==> config.mk <==
export PLATFORM = sky130hd
export DESIGN_NAME = hazard_ctrl
export DESIGN_NICKNAME = d
export VERILOG_FILES = /design/src/rtl/hazard_pkg.sv /design/src/rtl/hazard_ctrl_fwd_unit.sv /design/src/rtl/hazard_ctrl.sv
export SDC_FILE = /design/constraint.sdc
export NUM_CORES = 1
export LEC_CHECK = 0
export ABC_AREA = 1
export CAP_MARGIN = 20
export CORE_MARGIN = 2
export CORE_UTILIZATION = 25
export DETAILED_ROUTE_END_ITERATION = 10
export PLACE_DENSITY = 0.52
export SLEW_MARGIN = 5
export SYNTH_ARGS = -nofsm -noshare
export SYNTH_HDL_FRONTEND = slang
export SYNTH_HIERARCHICAL = 1
export SYNTH_SLANG_ARGS = --single-unit
==> constraint.sdc <==
create_clock -name clk -period 2.5 [get_ports clk]
set_clock_uncertainty 0.2 [all_clocks]
set_input_delay 0.25 -clock clk [delete_from_list [all_inputs] [get_ports clk]]
set_output_delay 0.25 -clock clk [all_outputs]
set_load 0.02 [all_outputs]
Figure 1. Signal metal coverage by tile.
Scale: 2 px per um. 25 x 25 tiles, from dark purple (low) to yellow (high), scaled to the fullest tile. Values are wire area over tile area, all layers added.
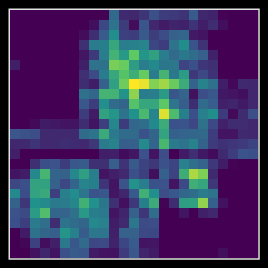
The fullest tile reaches 0.49. 10% of the tiles are over half the peak. The emptiest ninth of the die: upper left. The mean over all tiles is 0.10.
Avg WL per Cell: 12.16 um
gr usage total: 0.1291
via count: 3523
final wirelength: 9960 um

Figure 2. Cell placement.
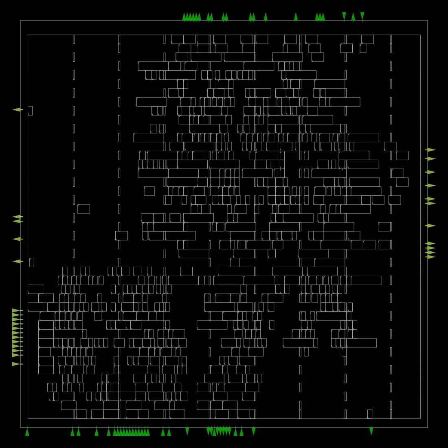
FP Rows: 43
Final Util: 0.3538
fillers: 1488
flip-flops: 43

Figure 3. A small window of the routed layout.
Window x 47 to 77, y 47 to 77 um. Cells in grey, sequential cells in the stronger grey; small squares are vias.
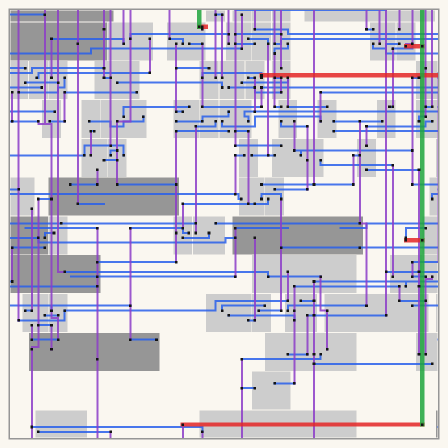
metal 1: in blue. metal 3: in red. metal 4: in green. metal 2: in purple.
Sequential cells in the window: 5. 55 logic cells have their middle in the window. Most frequent: nand2_1 (9), inv_1 (7).

Figure 4. Wiring by layer.
Scale: 3 px per um. Only two layers are drawn.
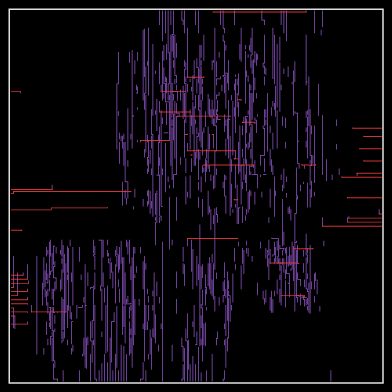
metal 2: in purple, wire length 4720 um. metal 3: in red, wire length 423 um.

Figure 5. Gate-type map.
Scale: 3 px per um.
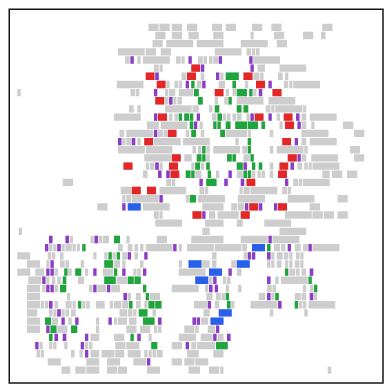
XOR/XNOR gates: in red, cells 30. NOR gates: in green, cells 80. inverters: in purple, cells 99, where spread over the die. adder and majority cells: in blue, cells 8.
fin cells: 819
combinational share of cell area: 0.4252
most numerous logic cell after layout: nand2_1

==> impl_metrics.csv <==
group,metric,value,unit
critical_path,ff2ff_setup_slack,0.28,ns
yosys,ys_top_cells_by_area,"dfrtp_1, nand2_1, inv_1, xor2_1, nor2_1",
floorplan,die_w,124.1,um
place,dp_cells,804,
critical_path,worstPathRequired,2.47,ns
yosys,ys_chip_area,0.003606,mm^2
cells_and_area,logic_gates,399,
floorplan,n_tap_cell,180,
yosys,synthFlopType,"dfrtp_1",
critical_path,crit_path_end_kind,"flip-flop",
critical_path,crit_slowest_cell,"clkdlybuf4s50_1",
yosys,aoi_share,0.08536,
clocking,hold_buffers,1,
routing,vias_per_cell,4.302,
yosys,syn_avg_cell_area,6.544,um^2
floorplan,ios,80,
sta,fin_setup_tns,0,ns
sta,max_freq,419.8,MHz
sta,setup_viol,0,
sta,finalClockPeriodUsage,0.9529,
cells_and_area,clockNetworkAreaShare,0.03514,
clocking,cts_sinks,43,
clocking,htreeDepth,2,
power_and_ir_drop,maxPowerGroup,"combinational logic",
routing,remaining_drc_errors,0,
power_and_ir_drop,internal_power,2200,uW
cells_and_area,nets,682,
cells_and_area,dominant_cells,"combinational gates",
yosys,ys_cells,551,
power_and_ir_drop,leakagePower,0.002391,uW
sta,period_needed,2.382,ns
critical_path,path_depth,15,
routing,wl_met3,423,um
clocking,clk_pin_slew,0.06,ns
critical_path,worstPathBufferInverterCount,3,
critical_path,critPathMaxStageDelay,0.48,ns
clocking,cts-root-buf,"clkbuf_16",
yosys,topCombFamilyByArea,"simple AND/OR/NAND/NOR gates",
cells_and_area,largest_reg_flops,32,
global_route,grt_pass1_vias,3373,
yosys,muxShareOfSynthArea,0,
power_and_ir_drop,powerDensity,751.2,mW/mm^2
routing,wl_met1,4703,um
yosys,synthArstFlopShare,1.000,
run_status,status,"complete, no violations",
critical_path,rr_worst_depth,9,
cells_and_area,area_growth,37.27,%
cells_and_area,drive_gt1_frac,0.1330,
critical_path,crit_path_start_kind,"input port",
cells_and_area,clock_buffers,6,
clocking,numCtsBuffers,5,
global_route,grt_max_degree,32,
floorplan,dieArea,0.01540,mm^2
cells_and_area,flop_area,0.001076,mm^2
global_route,grtUsageMet3,0.02060,
place,dp_slack,-0.4106,ns
routing,ant_nets,0,
global_route,grt_antenna_before_repair,0,
power_and_ir_drop,ir_worst_vdd,361.6,uV
clocking,clockBufferDepth,2,
yosys,yosys.area_share.simple,0.3803,
global_route,grt_pass1_wl,16020,um
place,hpwlAfterDp,7815,um
floorplan,fp_util,0.2578,
cells_and_area,comb_area,0.002105,mm^2
sta,fin_ws,0.1177,ns
cells_and_area,diodes,0,
clocking,cts_resized,16,
flow_run,maxCapViolCount,0,
